`src/rtl/fifo_pack_defs.vh`:
```
// Shared encodings and defaults for the FIFO pack reader.
// FSM state codes are fixed so traces and other tools can decode them.
// Default word width and pack ratio match the upstream sync_fifo.
`ifndef FIFO_PACK_DEFS_VH
`define FIFO_PACK_DEFS_VH

`define FIFO_PACK_ST_FILL      2'd0
`define FIFO_PACK_ST_HOLD      2'd1
`define FIFO_PACK_ST_FLUSH     2'd2

`define FIFO_PACK_DATA_WIDTH   16
`define FIFO_PACK_PACK_RATIO   2

`endif

```
`src/rtl/fifo_pack_reader_pkg.sv`:
```
// Types and defaults shared by the pack reader files.
// No logic; state encodings come from fifo_pack_defs.vh.
// Backpressure: n/a.
package fifo_pack_reader_pkg;

`include "fifo_pack_defs.vh"

    typedef enum logic [1:0] {
        ST_FILL  = `FIFO_PACK_ST_FILL,
        ST_HOLD  = `FIFO_PACK_ST_HOLD,
        ST_FLUSH = `FIFO_PACK_ST_FLUSH
    } state_e;

    localparam int DEF_DATA_WIDTH = `FIFO_PACK_DATA_WIDTH;
    localparam int DEF_PACK_RATIO = `FIFO_PACK_PACK_RATIO;

endpackage

```
`src/rtl/fifo_pack_reader_if.sv`:
```
// Bundles the FIFO read port, the packed output stream and the flush pulse.
// master = pack reader side, slave = FIFO/consumer side.
// Backpressure: out_ready stalls the output stream; fifo_rd_empty stalls reads.
interface fifo_pack_reader_if #(
    parameter int DATA_WIDTH = 16,
    parameter int PACK_RATIO = 2
);
    logic                             fifo_rd_empty;
    logic                             fifo_rd_en;
    logic [DATA_WIDTH-1:0]            fifo_rd_data;
    logic [DATA_WIDTH*PACK_RATIO-1:0] out_data;
    logic [PACK_RATIO-1:0]            out_keep;
    logic                             out_valid;
    logic                             out_ready;
    logic                             flush;

    modport master (
        input  fifo_rd_empty, fifo_rd_data, out_ready, flush,
        output fifo_rd_en, out_data, out_keep, out_valid
    );

    modport slave (
        output fifo_rd_empty, fifo_rd_data, out_ready, flush,
        input  fifo_rd_en, out_data, out_keep, out_valid
    );
endinterface

```
`src/rtl/fifo_pack_out_reg.sv`:
```
// Valid/ready output register slice for packed beats.
// Latency: one cycle from load to out_valid.
// Backpressure: holds data/keep stable while out_valid && !out_ready; free when empty or draining.
// Ports: load/load_data/load_keep in, out_* stream, free tells the producer a load is accepted.
module fifo_pack_out_reg #(
    parameter int WIDTH = 32,
    parameter int LANES = 2
) (
    input  logic             clk,
    input  logic             reset,
    input  logic             load,
    input  logic [WIDTH-1:0] load_data,
    input  logic [LANES-1:0] load_keep,
    input  logic             out_ready,
    output logic [WIDTH-1:0] out_data,
    output logic [LANES-1:0] out_keep,
    output logic             out_valid,
    output logic             free
);
    // A consumed beat frees the slot on the same edge, allowing back-to-back beats.
    assign free = !out_valid || out_ready;

    always_ff @(posedge clk) begin
        if (reset) begin
            out_data  <= '0;
            out_keep  <= '0;
            out_valid <= 1'b0;
        end else if (load) begin
            out_data  <= load_data;
            out_keep  <= load_keep;
            out_valid <= 1'b1;
        end else if (out_ready) begin
            out_valid <= 1'b0;
        end
    end
endmodule

```
`src/rtl/fifo_pack_reader.sv`:
```
// Pops FIFO words and packs PACK_RATIO of them (lane 0 = first word) into one beat; flush emits a partial beat.
// Latency: beat valid two cycles after the last word's pop; PACK_RATIO words per PACK_RATIO+1 cycles sustained.
// Backpressure: a busy output register parks the full beat (HOLD) and stops further pops.
// Ports: clk, reset (sync, active-high), bus (fifo_pack_reader_if.master).
// Optional FIFO_PACK_STATS_EN adds stat_beats / stat_partial accepted-beat counters.
module fifo_pack_reader
    import fifo_pack_reader_pkg::*;
#(
    parameter int DATA_WIDTH = DEF_DATA_WIDTH,
    parameter int PACK_RATIO = DEF_PACK_RATIO
) (
    input  logic                   clk,
    input  logic                   reset,
    fifo_pack_reader_if.master     bus
`ifdef FIFO_PACK_STATS_EN
    ,
    output logic [15:0]            stat_beats,
    output logic [7:0]             stat_partial
`endif
);
    localparam int LW = $clog2(PACK_RATIO + 1);

    state_e                                  state;
    logic [LW-1:0]                           lanes;
    logic [LW-1:0]                           lanes_land;
    logic                                    inflight;
    logic [PACK_RATIO-1:0][DATA_WIDTH-1:0]   acc;
    logic [PACK_RATIO-1:0][DATA_WIDTH-1:0]   acc_land;
    logic [PACK_RATIO-1:0][DATA_WIDTH-1:0]   load_data;
    logic [PACK_RATIO-1:0]                   load_keep;
    logic [PACK_RATIO-1:0]                   part_keep;
    logic                                    out_free;
    logic                                    load_full;
    logic                                    load_partial;
    logic                                    flush_pending;
    logic                                    flush_done;

    assign flush_pending = (state == ST_FLUSH);

    // Counting the in-flight word as a lane keeps pops bounded by free lanes.
    assign bus.fifo_rd_en = !bus.fifo_rd_empty && !flush_pending && !reset &&
                            ((int'(lanes) + int'(inflight)) < PACK_RATIO);

    // Accumulator view with this cycle's landing word merged in.
    always_comb begin
        acc_land   = acc;
        lanes_land = lanes;
        if (inflight) begin
            for (int i = 0; i < PACK_RATIO; i++) begin
                if (lanes == LW'(i)) begin
                    acc_land[i] = bus.fifo_rd_data;
                end
            end
            lanes_land = lanes + LW'(1);
        end
    end

    always_comb begin
        part_keep = '0;
        for (int i = 0; i < PACK_RATIO; i++) begin
            part_keep[i] = (LW'(i) < lanes);
        end
    end

    // Full beat covers both a completing landing word and a parked HOLD beat.
    assign load_full    = (int'(lanes_land) == PACK_RATIO) && out_free;
    assign load_partial = flush_pending && !inflight && (lanes != '0) &&
                          (int'(lanes) < PACK_RATIO) && out_free;
    assign flush_done   = flush_pending && !inflight &&
                          ((lanes == '0) || load_partial);

    assign load_keep = load_full ? {PACK_RATIO{1'b1}} : part_keep;

    // Stale lanes from earlier beats are zeroed in partial beats.
    always_comb begin
        load_data = '0;
        for (int i = 0; i < PACK_RATIO; i++) begin
            load_data[i] = load_keep[i] ? acc_land[i] : '0;
        end
    end

    always_ff @(posedge clk) begin
        acc <= acc_land;
    end

    always_ff @(posedge clk) begin
        if (reset) begin
            state    <= ST_FILL;
            lanes    <= '0;
            inflight <= 1'b0;
        end else begin
            inflight <= bus.fifo_rd_en;
            lanes    <= (load_full || load_partial) ? '0 : lanes_land;
            unique case (state)
                ST_FILL: begin
                    if (bus.flush) begin
                        state <= ST_FLUSH;
                    end else if ((int'(lanes_land) == PACK_RATIO) && !out_free) begin
                        state <= ST_HOLD;
                    end
                end
                ST_HOLD: begin
                    if (bus.flush) begin
                        state <= ST_FLUSH;
                    end else if (out_free) begin
                        state <= ST_FILL;
                    end
                end
                ST_FLUSH: begin
                    if (flush_done) begin
                        state <= ST_FILL;
                    end
                end
                default: state <= ST_FILL;
            endcase
        end
    end

    fifo_pack_out_reg #(
        .WIDTH (DATA_WIDTH * PACK_RATIO),
        .LANES (PACK_RATIO)
    ) u_out_reg (
        .clk       (clk),
        .reset     (reset),
        .load      (load_full || load_partial),
        .load_data (load_data),
        .load_keep (load_keep),
        .out_ready (bus.out_ready),
        .out_data  (bus.out_data),
        .out_keep  (bus.out_keep),
        .out_valid (bus.out_valid),
        .free      (out_free)
    );

`ifdef FIFO_PACK_STATS_EN
    always_ff @(posedge clk) begin
        if (reset) begin
            stat_beats   <= '0;
            stat_partial <= '0;
        end else if (bus.out_valid && bus.out_ready) begin
            stat_beats <= stat_beats + 16'd1;
            if (bus.out_keep != {PACK_RATIO{1'b1}}) begin
                stat_partial <= stat_partial + 8'd1;
            end
        end
    end
`endif
endmodule
```
`src/flat_wrapper.sv`:
```
// flat-port wrapper written by rule: the top's interface ports become plain ports
module fifo_pack_reader_flat import fifo_pack_reader_pkg::*;
#(
    parameter int DATA_WIDTH = DEF_DATA_WIDTH,
    parameter int PACK_RATIO = DEF_PACK_RATIO
)
  (clk, reset, bus_fifo_rd_empty, bus_fifo_rd_data, bus_out_ready, bus_flush, bus_fifo_rd_en, bus_out_data, bus_out_keep, bus_out_valid);
  fifo_pack_reader_if #(.DATA_WIDTH(DATA_WIDTH), .PACK_RATIO(PACK_RATIO)) bus_i ();
  input  logic clk;
  input  logic reset;
  input wire logic [$bits(bus_i.fifo_rd_empty)-1:0] bus_fifo_rd_empty;
  input wire logic [$bits(bus_i.fifo_rd_data)-1:0] bus_fifo_rd_data;
  input wire logic [$bits(bus_i.out_ready)-1:0] bus_out_ready;
  input wire logic [$bits(bus_i.flush)-1:0] bus_flush;
  output wire logic [$bits(bus_i.fifo_rd_en)-1:0] bus_fifo_rd_en;
  output wire logic [$bits(bus_i.out_data)-1:0] bus_out_data;
  output wire logic [$bits(bus_i.out_keep)-1:0] bus_out_keep;
  output wire logic [$bits(bus_i.out_valid)-1:0] bus_out_valid;
  assign bus_i.fifo_rd_empty = bus_fifo_rd_empty;
  assign bus_i.fifo_rd_data = bus_fifo_rd_data;
  assign bus_i.out_ready = bus_out_ready;
  assign bus_i.flush = bus_flush;
  assign bus_fifo_rd_en = bus_i.fifo_rd_en;
  assign bus_out_data = bus_i.out_data;
  assign bus_out_keep = bus_i.out_keep;
  assign bus_out_valid = bus_i.out_valid;
  fifo_pack_reader #(.DATA_WIDTH(DATA_WIDTH), .PACK_RATIO(PACK_RATIO)) u_core (.clk(clk), .reset(reset), .bus(bus_i));
endmodule
```
`config.mk`:
```
export PLATFORM = sky130hd
export DESIGN_NAME = fifo_pack_reader_flat
export DESIGN_NICKNAME = d
export VERILOG_FILES = /design/src/rtl/fifo_pack_reader_pkg.sv /design/src/rtl/fifo_pack_reader_if.sv /design/src/rtl/fifo_pack_out_reg.sv /design/src/rtl/fifo_pack_reader.sv /design/src/flat_wrapper.sv
export VERILOG_INCLUDE_DIRS = /design/src /design/src/rtl
export SDC_FILE = /design/constraint.sdc
export NUM_CORES = 1
export LEC_CHECK = 0
export CAP_MARGIN = 20
export CORE_MARGIN = 2
export CORE_UTILIZATION = 34
export CTS_BUF_LIST = sky130_fd_sc_hd__clkbuf_8
export DETAILED_ROUTE_END_ITERATION = 6
export PLACE_DENSITY = 0.56
export SKIP_CTS_REPAIR_TIMING = 1
export SYNTH_ARGS = -nofsm -noshare
export SYNTH_HDL_FRONTEND = slang
export SYNTH_HIERARCHICAL = 1
export SYNTH_SLANG_ARGS = --single-unit
export TNS_END_PERCENT = 5
```
`constraint.sdc`:
```
create_clock -name clk -period 2.5 [get_ports clk]
set_clock_uncertainty 0.15 [all_clocks]
set_input_delay 0.375 -clock clk [delete_from_list [all_inputs] [get_ports clk]]
set_output_delay 0.375 -clock clk [all_outputs]
set_load 0.01 [all_outputs]
```
==> impl_metrics.csv <==
group,metric,value,unit
synthesis,post_syn_area,0.002893,sq mm
synthesis,edf_count,0,
placed_design,dpl_cell_area,0.003513,sq mm
synthesis,floorplan.nets,283,
power_and_ir_drop,power_density,724.7,mW/mm^2
critical_path,crit_chain,"clkdlybuf4s50_1 > or4_1 > nor2_1 > dlymetal6s2s_1",
critical_path,critical_path.endpoint_type,"output port",
job,cap_violations,0,
layout,top_area_cell_class,"sequential cells",
cts,cts_max_path_buffers,2,
layout,num-multi-input-gates,168,
grt,first_global_vias,1954,
layout,flops,72,
sta,fmaxAchievable,472.2,MHz
drt,route.antenna.remaining_nets,0,
critical_path,crit_fanout,2,
drt,detail_route.iter0.violations,37,
critical_path,worstSetupPathType,"in -> out",
layout,finalNetCount,344,
critical_path,worst-path-stages,4,
layout,area_delta_synth_final,28.03,%
layout,seq-cell-share,38.92,%
floorplan,fp_util,35.21,%
critical_path,crit_slowest_cell,"or4_1",
critical_path,cp_data_required_time,1.98,ns
floorplan,ioPinCount,57,
floorplan,die_area,0.009262,sq mm
power_and_ir_drop,comb_power_share,15.8,%
cts,cts_htree_levels,3,
drt,vias_per_cell,4.445,
layout,clkCellAreaFrac,5.068,%
sta,setup_viol,0,
synthesis,postSynth.topFlopCell,"dfxtp_1",
synthesis,ys_ff,72,
synthesis,ys_cells,259,
power_and_ir_drop,clockNetworkPower,893,uW
sta,finalClockPeriodUsage,84.72,%
sta,unrepaired_setup_endpoints_after_global_routing,"false",
synthesis,yosysUniqueCellTypes,30,
critical_path,kind_of_start_point_of_the_critical_path,"primary input",
sta,timing.final.max_slew_violations,0,
job,warning_count,27,
outcome,run_status,"completed",
power_and_ir_drop,static_leakage_power,1.404,nW
power_and_ir_drop,p_seq_share,50.9,%
power_and_ir_drop,p_int,2.053,mW
placed_design,pre_cts_slack,-0.005002,ns
critical_path,reg2reg_depth,8,
critical_path,cp_num_buf_inv,2,
==> per-stage QoR <==
step	util, %	power, mW	cells	setup TNS [ns]	hold WS (ns)
2_1_floorplan	-	1.722	259	0	0.2679
3_3_place_gp	42.76	1.807	414	0	0.2773
5_1_grt	45.07	2.827	429	0	0.3311
4_1_cts	45.04	2.721	429	-0.02013	0.3043
6_report	45.07	2.684	429	0	0.2991
3_5_place_dp	42.76	1.822	414	-0.005002	0.2847
==> synth_stat cells, drive strengths merged, types with 2 or more instances <==
library cell   n
nor2b         28
dfxtp         72
a21oi          4
nor2          38
clkbuf         2
mux2          30
nor3b          2
inv            6
buf           11
nand3          4
ha             3
a21boi         4
mux2i         35
nand2         10
a31oi          2
==> cell families (layout without fill, tap and decap cells) <==
| logic type | count (synthesis) | after routing | synth area share, % |
|---|---|---|---|
| multiplexers | 65 | 65 | 23.92 |
| flip-flops | 72 | 72 | 49.83 |
| AND/OR/NAND/NOR | 87 | 87 | 15.79 |
| buffers and inverters | 19 | 84 | 5.579 |
| AND-OR/OR-AND | 13 | 13 | 3.590 |
| adder cells (fa/ha/maj) | 3 | 3 | 1.298 |
==> layout by cell type, fill, tap and decap left out, drive strengths merged <==
cell type      netlist  final
nor2                38     38
and2                 1      1
a31o                 1      1
and2b                1      1
clkdlybuf4s50        0     55
nand2               10     10
dfxtp               72     72
clkinv               0      1
or4                  1      1
nor3b                2      2
nand2b               1      1
ha                   3      3
nor2b               28     28
buf                 11      7
a21oi                4      4
bufinv               0      1
nor4                 1      1
nand3                4      4
clkbuf               2     10
mux2i               35     35
clkinvlp             0      1
a31oi                2      2
o21bai               1      1
o21a                 1      1
dlymetal6s2s         0      1
inv                  6      8
mux2                30     30
a21boi               4      4
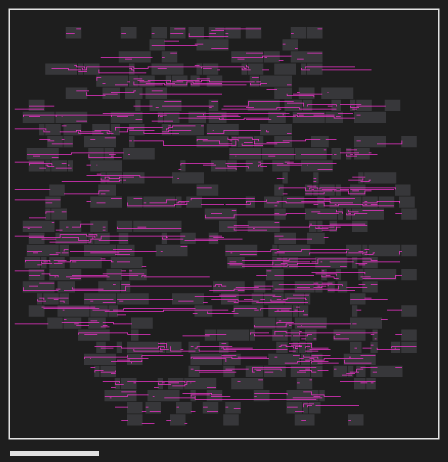
Fig. 1. Metal 1.
The bar under the picture is 20 um long. Cells faint in the background.
The layer holds 49% of the routed length. 316 nets have wire on it.
Vias: 1907
total length of routed wires: 5.823 mm
met1 Track Usage GR: 17.93%

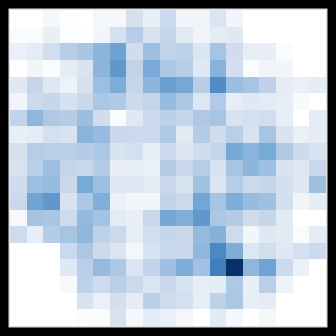
Fig. 2. Wiring heat map.
The die is cut into 19 by 19 equal tiles; white is low, dark blue is high, scaled to the fullest tile. Values are wire area over tile area, all layers added.
The fullest tile reaches 0.48. 4.4% of the tiles are over half the peak. The densest ninth of the die: left middle. 15% of the tiles are nearly empty. The emptiest ninth of the die: top right.
global-route usage over all layers: 13.99%
routed length per instance: 13.57 um

Power figures rest on the tool's default switching activity, not on a simulated workload.
